$ cat src/rtl/if_pkg.sv
// Shared types and constants for the instruction-fetch stage.
package if_pkg;

  localparam int QDEPTH_DEFAULT = 2;
  localparam logic [31:0] NOP_INSTR = 32'h00000013;

  typedef struct packed {
    logic [63:0] pc;
    logic [31:0] instr;
    logic        misalign;
  } if_entry_t;

  typedef enum logic {
    RUN  = 1'b0,
    HALT = 1'b1
  } if_state_e;

endpackage

$ cat src/rtl/if_fifo.sv
// Small synchronous FIFO of fetched entries with flush; head is read straight from storage.
module if_fifo
  import if_pkg::*;
#(
  parameter int DEPTH = QDEPTH_DEFAULT
) (
  input  logic                     clk,
  input  logic                     srst,
  input  logic                     push,
  input  logic                     pop,
  input  logic                     flush,
  input  if_entry_t                push_data,
  output if_entry_t                head,
  output logic [$clog2(DEPTH):0]   count,
  output logic                     full,
  output logic                     empty
);

  localparam int PW = $clog2(DEPTH);

  logic [PW-1:0] rd_ptr_reg;
  logic [PW-1:0] wr_ptr_reg;
  logic [PW:0]   count_reg;
  if_entry_t     mem_reg [DEPTH];
  logic          do_push;
  logic          do_pop;

  assign full    = (count_reg == (PW+1)'(DEPTH));
  assign empty   = (count_reg == '0);
  assign do_push = push && !full && !flush;
  assign do_pop  = pop && !empty;

  // Storage is cleared on reset so the stale head reads as zero afterwards.
  for (genvar gi = 0; gi < DEPTH; gi++) begin : g_slot
    always_ff @(posedge clk) begin
      if (srst) begin
        mem_reg[gi] <= '0;
      end else if (do_push && (wr_ptr_reg == PW'(gi))) begin
        mem_reg[gi] <= push_data;
      end
    end
  end

  always_ff @(posedge clk) begin
    if (srst || flush) begin
      rd_ptr_reg <= '0;
      wr_ptr_reg <= '0;
      count_reg  <= '0;
    end else begin
      if (do_push) wr_ptr_reg <= wr_ptr_reg + PW'(1);
      if (do_pop)  rd_ptr_reg <= rd_ptr_reg + PW'(1);
      case ({do_push, do_pop})
        2'b10:   count_reg <= count_reg + (PW+1)'(1);
        2'b01:   count_reg <= count_reg - (PW+1)'(1);
        default: count_reg <= count_reg;
      endcase
    end
  end

  assign head  = mem_reg[rd_ptr_reg];
  assign count = count_reg;

endmodule

$ cat src/rtl/if_stage.sv
// Instruction-fetch stage: PC, fetch queue and redirect handling.
// Optional IF_MISALIGN_CHECK_EN: misaligned redirects emit one faulting NOP then halt fetch.
module if_stage
  import if_pkg::*;
#(
  parameter logic [63:0] RESET_PC = 64'h0,
  parameter int          QDEPTH   = QDEPTH_DEFAULT
) (
  input  logic        clk_i,
  input  logic        rst_i,
  output logic [63:0] imem_addr_o,
  input  logic [31:0] imem_data_i,
  input  logic        redirect_valid_i,
  input  logic [63:0] redirect_pc_i,
  output logic        if_valid_o,
  input  logic        if_ready_i,
  output logic [63:0] if_pc_o,
  output logic [31:0] if_instr_o,
  output logic        if_misalign_o
);

  logic [63:0]            pc_reg;
  if_state_e              state_reg;
  if_entry_t              push_data;
  if_entry_t              head;
  logic                   push;
  logic                   pop;
  logic                   fifo_full;
  logic                   fifo_empty;
  logic [$clog2(QDEPTH):0] fifo_count;

`ifdef IF_MISALIGN_CHECK_EN
  logic halt_done_reg;
`endif

  always_comb begin
    push      = (state_reg == RUN) && !fifo_full && !redirect_valid_i;
    push_data = '{pc: pc_reg, instr: imem_data_i, misalign: 1'b0};
`ifdef IF_MISALIGN_CHECK_EN
    // In HALT exactly one faulting NOP is queued, waiting for space if needed.
    if (state_reg == HALT) begin
      push      = !halt_done_reg && !fifo_full && !redirect_valid_i;
      push_data = '{pc: pc_reg, instr: NOP_INSTR, misalign: 1'b1};
    end
`endif
  end

  assign pop = if_valid_o && if_ready_i;

  always_ff @(posedge clk_i) begin
    if (rst_i) begin
      pc_reg    <= RESET_PC;
      state_reg <= RUN;
`ifdef IF_MISALIGN_CHECK_EN
      halt_done_reg <= 1'b0;
`endif
    end else if (redirect_valid_i) begin
`ifdef IF_MISALIGN_CHECK_EN
      pc_reg        <= redirect_pc_i;
      state_reg     <= (redirect_pc_i[1:0] != 2'b00) ? HALT : RUN;
      halt_done_reg <= 1'b0;
`else
      pc_reg    <= {redirect_pc_i[63:2], 2'b00};
      state_reg <= RUN;
`endif
    end else if (push) begin
`ifdef IF_MISALIGN_CHECK_EN
      if (state_reg == HALT) halt_done_reg <= 1'b1;
      else                   pc_reg <= pc_reg + 64'd4;
`else
      pc_reg <= pc_reg + 64'd4;
`endif
    end
  end

  if_fifo #(
    .DEPTH(QDEPTH)
  ) u_fifo (
    .clk       (clk_i),
    .srst      (rst_i),
    .push      (push),
    .pop       (pop),
    .flush     (redirect_valid_i),
    .push_data (push_data),
    .head      (head),
    .count     (fifo_count),
    .full      (fifo_full),
    .empty     (fifo_empty)
  );

  assign imem_addr_o = pc_reg;
  assign if_valid_o  = !fifo_empty;
  assign if_pc_o     = head.pc;
  assign if_instr_o  = head.instr;

`ifdef IF_MISALIGN_CHECK_EN
  assign if_misalign_o = head.misalign;
  logic unused_bits;
  assign unused_bits = ^fifo_count;
`else
  assign if_misalign_o = 1'b0;
  logic unused_bits;
  assign unused_bits = ^{fifo_count, redirect_pc_i[1:0], head.misalign};
`endif

endmodule

$ cat config.mk
export PLATFORM = sky130hd
export DESIGN_NAME = if_stage
export DESIGN_NICKNAME = d
export VERILOG_FILES = /design/src/rtl/if_pkg.sv /design/src/rtl/if_fifo.sv /design/src/rtl/if_stage.sv
export SDC_FILE = /design/constraint.sdc
export NUM_CORES = 1
export LEC_CHECK = 0
export CORE_MARGIN = 2
export CORE_UTILIZATION = 46
export DETAILED_ROUTE_END_ITERATION = 10
export GPL_TIMING_DRIVEN = 0
export PLACE_DENSITY = 0.82
export SLEW_MARGIN = 10
export SYNTH_ARGS = -nofsm -noshare
export SYNTH_HDL_FRONTEND = slang
export SYNTH_HIERARCHICAL = 1
export SYNTH_SLANG_ARGS = --single-unit
$ cat constraint.sdc
create_clock -name clk_i -period 7.05 [get_ports clk_i]
set_input_delay 1.41 -clock clk_i [delete_from_list [all_inputs] [get_ports clk_i]]
set_output_delay 1.41 -clock clk_i [all_outputs]
set_load 0.02 [all_outputs]
Fig. 1: run 1, zoomed window
Scale bar: 20 um. Region (58, 91) to (108, 141) um. Cells in grey, sequential cells in the stronger grey; small squares are vias.
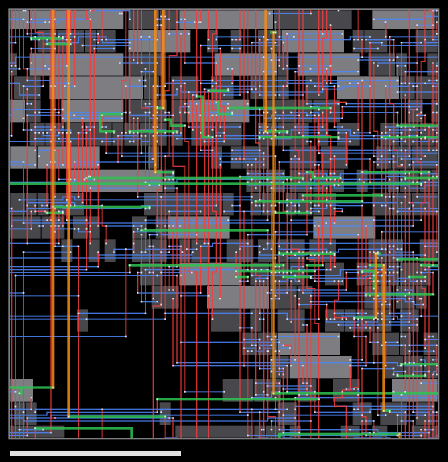
Key: red = met2; green = met3; blue = met1; orange = met4
Most frequent: nor2_1 (17), dfxtp_1 (16), clkbuf_1 (15). 182 logic cells have their middle in the window. Netlist names of flops here include `imem_addr_o` (16), `u_fifo/mem_reg` (5). Sequential cells in the window: 21.

Fig. 2: run 1, I/O pins on the die edge
Scale bar: 50 um. Pins as bars across the die edge, other pins in grey.
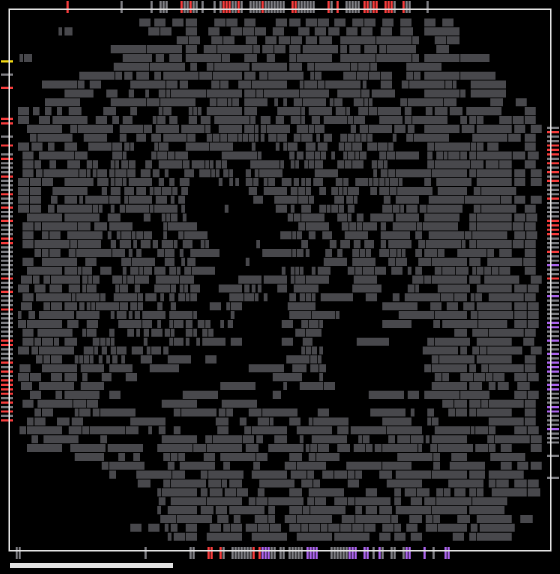
Key: purple = `imem_data_i` [pins 32, direction input, edge 18 bottom, 14 right]; yellow = `if_misalign_o` [pins 1, direction output, edge left]; red = `imem_addr_o` [pins 64, direction output, edge 25 left, 20 top, 14 right, 5 bottom]
All pins by edge: 74 right, 68 left, 63 top, 57 bottom.

Fig. 3: run 1, the metal 1 layer
Scale bar: 50 um.
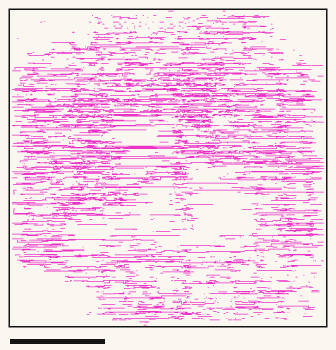
The layer carries 13,100 um of wire. The wires run mostly horizontal. The layer holds 41% of the routed length. The longest straight run is 50.6 um.

==> results.py, run 1 <==
# Auto-generated metrics
metrics = {
    "outcome": {
        "status": "finished, final reports clean",
    },
    "finish": {
        "buffers": 325,
        "final_cell_area_um2": 16100,
        "final_net_count": 1399,
        "areaGrowthSynthToFinish_pct": 33.6,
        "diodes": 1,
        "instances_no_fill": 1654,
        "logic_gates": 669,
        "sh_comb_area_pct": 28.7,
        "largest_reg_flops": 192,
        "seqCellArea_um2": 7110,
        "largest_cell_class": "sequential cells",
        "layout-drive-gt1-share_pct": 14.3,
        "nFillCells": 2048,
        "bufAreaShareNonClock_pct": 18.6,
        "seq_share_pct": 44.2,
        "flops": 259,
        "nClkBuffers": 40,
        "fin_util_pct": 62.2,
        "clkCellAreaFrac_pct": 5.47,
        "combGateArea_um2": 4620,
        "inverters_excl_clock": 15,
    },
    "clock_tree": {
        "ctsResizeCount": 0,
        "clkSinkCount": 259,
        "clk_latency_ns": 0.55,
        "hold_buffers": 0,
        "cts_setup_buffers": 0,
        "clock_path_buffers": 3,
        "htreeDepth": 1,
        "cts_buffers": 27,
        "cts_tree": "yes",
        "cts-root-buf": "clkbuf_16",
        "cts.reportedPaths.clkPinSlew_ns": 0.06,
    },
    "worst_hold_path": {
        "min_path_type": "flop to flop",
    },
    "detailed_routing": {
        "vias_per_cell": 5.41,
        "drtPass1Iterations": 5,
        "wl_per_cell_um": 19.5,
        "initialDrtViolationCount": 720,
        "wirelength_um": 32300,
        "drc_errors": 0,
        "antenna_left": 0,
        "dr_total_vias": 8943,
    },
    "synthesis": {
        "syn_inst": 1001,
        "syn-cell-area_um2": 12000,
        "syn_area_per_cell_um2": 12.0,
        "yosysWarnings": 6,
    },
    "power_and_ir_drop": {
        "p_int_mw": 2.75,
        "ir_drop_v": 0.000162,
        "p_sw_mw": 0.862,
        "comb_power_share_pct": 11.9,
        "switching_share_pct": 23.8,
        "leakagePower_nw": 5.82,
        "p_per_area_nw_per_um2": 225,
        "clock_power_share_pct": 38.8,
        "sequentialPowerShare_pct": 49.3,
    },
    "timing": {
        "fin_skew_ns": 0.0176,
        "max-slew-margin-rel_pct": 42.9,
        "setup_viol": 0,
        "period_minus_slack_ns": 4.62,
        "hold_violations": 0,
        "drv_slew": 0,
        "worst_slew_pin_slew_ns": 0.849,
        "whs_ns": 0.553,
        "fin_crit_sh_pct": 65.6,
        "setup_tns_ns": 0,
        "rsz0062_at_grt": "false",
        "max_freq_ghz": 0.216,
    },
    "floorplan": {
        "rows": 59,
        "chipArea_um2": 27400,
        "fp_util_pct": 46.5,
        "core_um2": 25800,
        "fp.dieH_um": 166,
        "io_pins": 262,
        "nWellTaps": 335,
        "die_x_um": 166,
    },
    "placement": {
        "portBuffers": 256,
        "gp_congestion": 0.831,
        "dp_cells": 1603,
        "dpl_cell_area_um2": 15200,
        "hpwlAfterDp_um": 23300,
    },
    "grt": {
        "grt_antenna_before_repair": 2,
        "overflow": 0,
        "grt_pass1_vias": 8997,
        "grt_pass1_wl_um": 50300,
        "grt_start_max_net_pins": 59,
        "grtUsageTotal_pct": 23.0,
    },
    "critical_path": {
        "cpMaxStageDelayCell": "clkbuf_1",
        "endpoint_kind": "output port",
        "cpPeakStageDelay_ns": 0.65,
        "crit_chain": "clkbuf_1 -> clkbuf_1 -> buf_2 -> mux2_2 -> clkdlybuf4s50_1",
        "start_kind": "flop",
        "crit_type": "flop to output port",
        "reg2reg_slack_ns": 3.99,
        "crit_fanout": 10,
        "worstPathArrival_ns": 3.21,
        "crit_top_cell": "clkbuf_1",
        "worst_ep_required_time_ns": 5.64,
    },
    "job": {
        "warnings": 28,
        "maxCapViolCount": 0,
    },
}
[run 1: power by group through the flow]
stage | combinational, mW | clock, mW | sequential, mW
after detailed placement | 0.430 | 0 | 1.81
after global placement | 0.412 | 0 | 1.82
final | 0.430 | 1.40 | 1.78
after floorplan | 0.178 | 0 | 1.82
after CTS | 0.433 | 1.43 | 1.78
after global routing | 0.456 | 1.50 | 1.79
[run 1: layout by cell type (no fill, tap or decap), types with 11 or more instances in the layout]
cell type / count
clkdlybuf4s50_1: 256
edfxtp_1: 192
and2_1: 186
mux2_2: 97
dfxtp_1: 67
nor2_1: 59
clkbuf_1: 53
nand2_1: 47
xnor2_1: 37
a21oi_1: 31
clkbuf_16: 28
a211oi_1: 24
nand3_1: 22
nand4_1: 22
nor3_1: 18
xor2_1: 17
inv_1: 14
nor4_1: 11
and3_1: 11
[run 1: through the flow]
stage | total power [mW] | setup WS (ns)
2_1_floorplan | 2.00 | 1.94
3_3_place_gp | 2.23 | -0.315
3_5_place_dp | 2.24 | 2.45
4_1_cts | 3.65 | 2.35
5_1_grt | 3.74 | 2.27
6_report | 3.62 | 2.43
[run 1: path summary, 6_finish.rpt]
kind,from,to,cells past startpoint
max reg2reg,u_fifo/count[0],imem_addr_o[56],9
min reg2reg,u_fifo/rd_ptr_reg,flop,2
min,u_fifo/rd_ptr_reg,flop,2
max,flop,if_pc_o[47],5
[run 1: metal layers]
metal | track usage (%) | vias to the layer above | share of wire, %
met3 | 5.19 | 62 | 7.8
li1 | - | 4161 | -
met4 | 6.39 | 2 | 2.5
met1 | 30.0 | 4325 | 41
met2 | 38.8 | 393 | 49
met5 | 0 | - | 0.040
[run 1: worst max-delay path: cells and delay by family, from the launching register on]
family	cells	cell delay (ns)
buf+inv	4	1.99
mux	1	0.38
flops	1	0.30
Fig. 4: run 1, clock nets
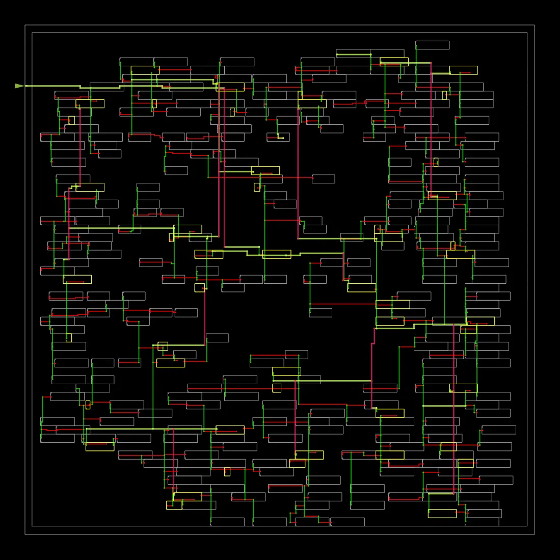

==> run 2: changes to the inputs <==
clock period = 4.2 ns   (was 7.05 ns; I/O delays follow)
Fig. 5: run 2, clock nets
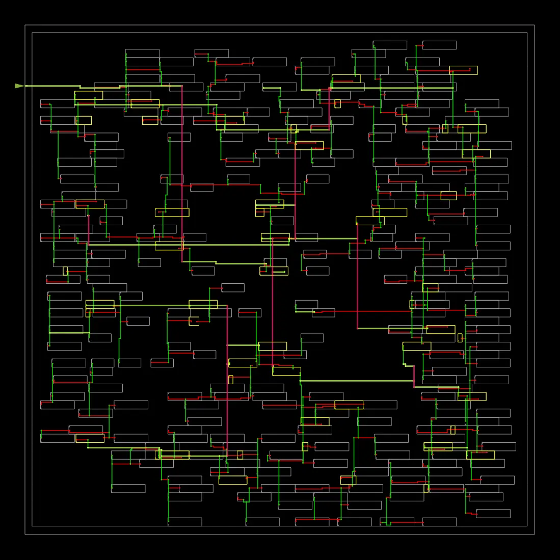
Sink Count: 259
CLK BUF: 41
Clock group: 2.46 mW

Fig. 6: run 2, I/O pins on the die edge
Scale bar: 50 um. Pins as bars across the die edge, other pins in grey.
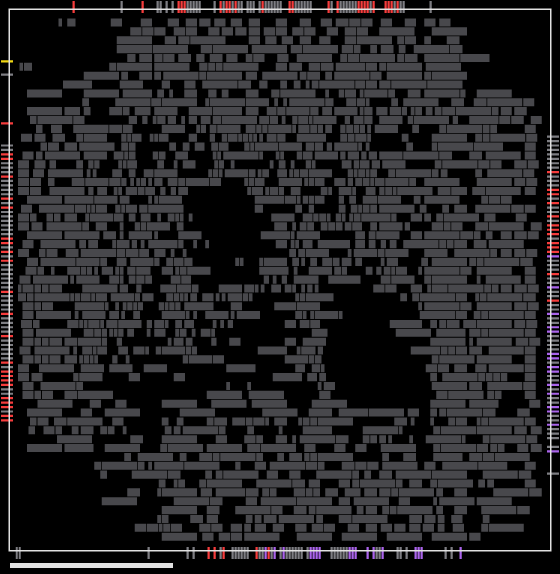
Key: purple = `imem_data_i` [pins 32, direction input, edge 17 bottom, 15 right]; red = `imem_addr_o` [pins 64, direction output, edge 23 left, 23 top, 13 right, 5 bottom]; yellow = `if_misalign_o` [pins 1, direction output, edge left]
All pins by edge: 72 right, 66 left, 66 top, 58 bottom.

Fig. 7: run 2, sequential cells grouped by signal name
Scale bar: 50 um. Other sequential cells in the stronger grey, the rest of the logic in the fainter grey.
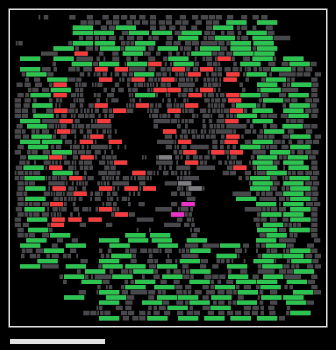
Key: magenta = `u_fifo/count` [flops 2]; green = `u_fifo/mem_reg` [flops 192, where all over the die]; red = `imem_addr_o` [flops 62]
Another 3 sequential cells are not coloured.

==> results.py, run 2 <==
# Auto-generated metrics
metrics = {
    "floorplan": {
        "rows": 59,
        "io_pins": 262,
        "die_x_um": 166,
        "fp.dieH_um": 166,
        "chipArea_um2": 27400,
        "fp_util_pct": 46.5,
        "core_um2": 25800,
    },
    "critical_path": {
        "rr_startpoint": "u_fifo/count[0]",
        "cpPeakStageDelay_ns": 0.54,
        "crit_fanout": 10,
        "reg2reg_slack_ns": 1.17,
        "crit_type": "flop to output port",
        "endpoint_kind": "output port",
        "start_kind": "flop",
        "cpMaxStageDelayCell": "clkdlybuf4s50_1",
        "crit_buf_inv": 4,
        "crit-reg2reg-capture": "imem_addr_o[44]",
        "worstPathArrival_ns": 3.01,
        "worstRegToRegCells": 9,
        "crit_end": "if_pc_o[20]",
        "crit_chain": "clkbuf_1 -> clkbuf_2 -> buf_2 -> mux2_2 -> clkdlybuf4s50_1",
        "critPathTopFamily": "buffers and inverters",
        "worst_ep_required_time_ns": 3.36,
        "cp.depth": 5,
    },
    "timing": {
        "rsz0062_at_grt": "false",
        "worst_slack_ns": 0.353,
        "worst_slew_pin_slew_ns": 0.846,
        "hold_violations": 0,
        "max_freq_ghz": 0.260,
        "whs_ns": 0.525,
        "drv_slew": 0,
        "period_minus_slack_ns": 3.85,
        "fin_skew_ns": 0.0265,
        "max-slew-margin-rel_pct": 43.2,
        "setup_tns_ns": 0,
        "setup_viol": 0,
        "fin_crit_sh_pct": 91.6,
    },
    "grt": {
        "overflow": 0,
        "grt_pass1_vias": 9023,
        "grt_start_max_net_pins": 57,
        "grtUsageTotal_pct": 23.0,
        "grt_pass1_wl_um": 50400,
        "grt_antenna_before_repair": 4,
    },
    "placement": {
        "gp_congestion": 0.841,
        "portBuffers": 256,
        "post-place-ws_ns": 0.205,
        "dp_cells": 1603,
        "dpl_cell_area_um2": 15200,
        "hpwlAfterDp_um": 23300,
    },
    "clock_tree": {
        "cts-root-buf": "clkbuf_16",
        "clock_path_buffers": 3,
        "cts_tree": "yes",
        "cts.reportedPaths.clkPinSlew_ns": 0.06,
        "hold_buffers": 0,
        "ctsResizeCount": 0,
        "clk_latency_ns": 0.54,
        "cts_buffers": 28,
        "cts_setup_buffers": 0,
        "htreeDepth": 1,
    },
    "synthesis": {
        "syn_area_per_cell_um2": 12.0,
        "yosysWarnings": 6,
        "syn_inst": 1001,
        "syn-cell-area_um2": 12000,
    },
    "power_and_ir_drop": {
        "p_int_mw": 4.72,
        "leakagePower_nw": 5.84,
        "comb_power_share_pct": 11.7,
        "switching_share_pct": 23.5,
        "p_per_area_nw_per_um2": 383,
        "clock_power_share_pct": 39.9,
        "ir_drop_v": 0.000268,
        "p_sw_mw": 1.45,
        "finalPower_mw": 6.17,
        "sequentialPowerShare_pct": 48.4,
    },
    "finish": {
        "fin_util_pct": 62.4,
        "instances_no_fill": 1658,
        "layout-drive-gt1-share_pct": 14.4,
        "largest_reg_flops": 192,
        "layout_top_cell": "clkdlybuf4s50_1",
        "most-common-layout-cells": "clkdlybuf4s50_1 (256), edfxtp_1 (192), and2_1 (186)",
        "combGateArea_um2": 4620,
        "seqCellArea_um2": 7110,
        "areaGrowthSynthToFinish_pct": 34.0,
        "final_cell_area_um2": 16100,
        "final_net_count": 1400,
        "nFillCells": 2019,
    },
    "detailed_routing": {
        "drc_errors": 0,
        "wl_per_cell_um": 19.6,
        "antenna_left": 0,
        "initialDrtViolationCount": 745,
        "drtPass1Iterations": 5,
        "wirelength_um": 32500,
        "vias_per_cell": 5.33,
        "dr_total_vias": 8837,
    },
    "worst_hold_path": {
        "min_path_type": "flop to flop",
    },
    "job": {
        "maxCapViolCount": 0,
        "warnings": 28,
    },
    "outcome": {
        "status": "finished, final reports clean",
    },
}
==> run 2: worst min-delay path by stage <==
| stage | depth (start not counted) | startpoint | endpoint | slack [ns] |
|---|---|---|---|---|
| after global placement | 2 | u_fifo/rd_ptr_reg | u_fifo/rd_ptr_reg | 0.50 |
| final | 2 | u_fifo/rd_ptr_reg | flop | 0.53 |
| after CTS | 2 | u_fifo/rd_ptr_reg | flop | 0.52 |
| after detailed placement | 2 | u_fifo/rd_ptr_reg | flop | 0.50 |
| after floorplan | 2 | u_fifo/rd_ptr_reg | flop | 0.48 |
| after global routing | 2 | u_fifo/rd_ptr_reg | flop | 0.54 |
==> run 2: tightest hold or removal path: cells and delay by family (launching register included) <==
family | cells | cell delay (ns)
xor+xnor | 1 | 0.09
flops | 1 | 0.32
simple gates | 1 | 0.08
==> run 2: area by class of cell <==
class | instances | area share, %
clock inverter | 11 | 0.675
sequential | 259 | 44.1
multi-input combinational | 669 | 28.7
antenna | 3 | 0.0466
timing repair buffer | 261 | 16.7
clock buffer | 41 | 5.09
tap | 335 | 2.60
inverter | 15 | 0.349
buffer | 64 | 1.83
==> run 2: power groups by stage <==
stage	Sequential (mW)	Combinational (mW)	Clock [mW]
final	2.99	0.720	2.46
after detailed placement	3.04	0.721	0
after global placement	3.04	0.694	0
after floorplan	3.06	0.300	0
after CTS	2.99	0.725	2.50
after global routing	3.01	0.764	2.62
==> run 2: routing by layer <==
metal | vias to the layer above | GRT usage, % | wire length [um] | share of wire, %
li1 | 4162 | - | - | -
met1 | 4288 | 29.9 | 13400 | 41
met2 | 336 | 38.9 | 15900 | 49
met3 | 49 | 5.42 | 2530 | 7.8
met4 | 2 | 6.31 | 599 | 1.8
met5 | - | 0 | 11 | 0.034
Power is estimated from default activity; no workload was simulated.
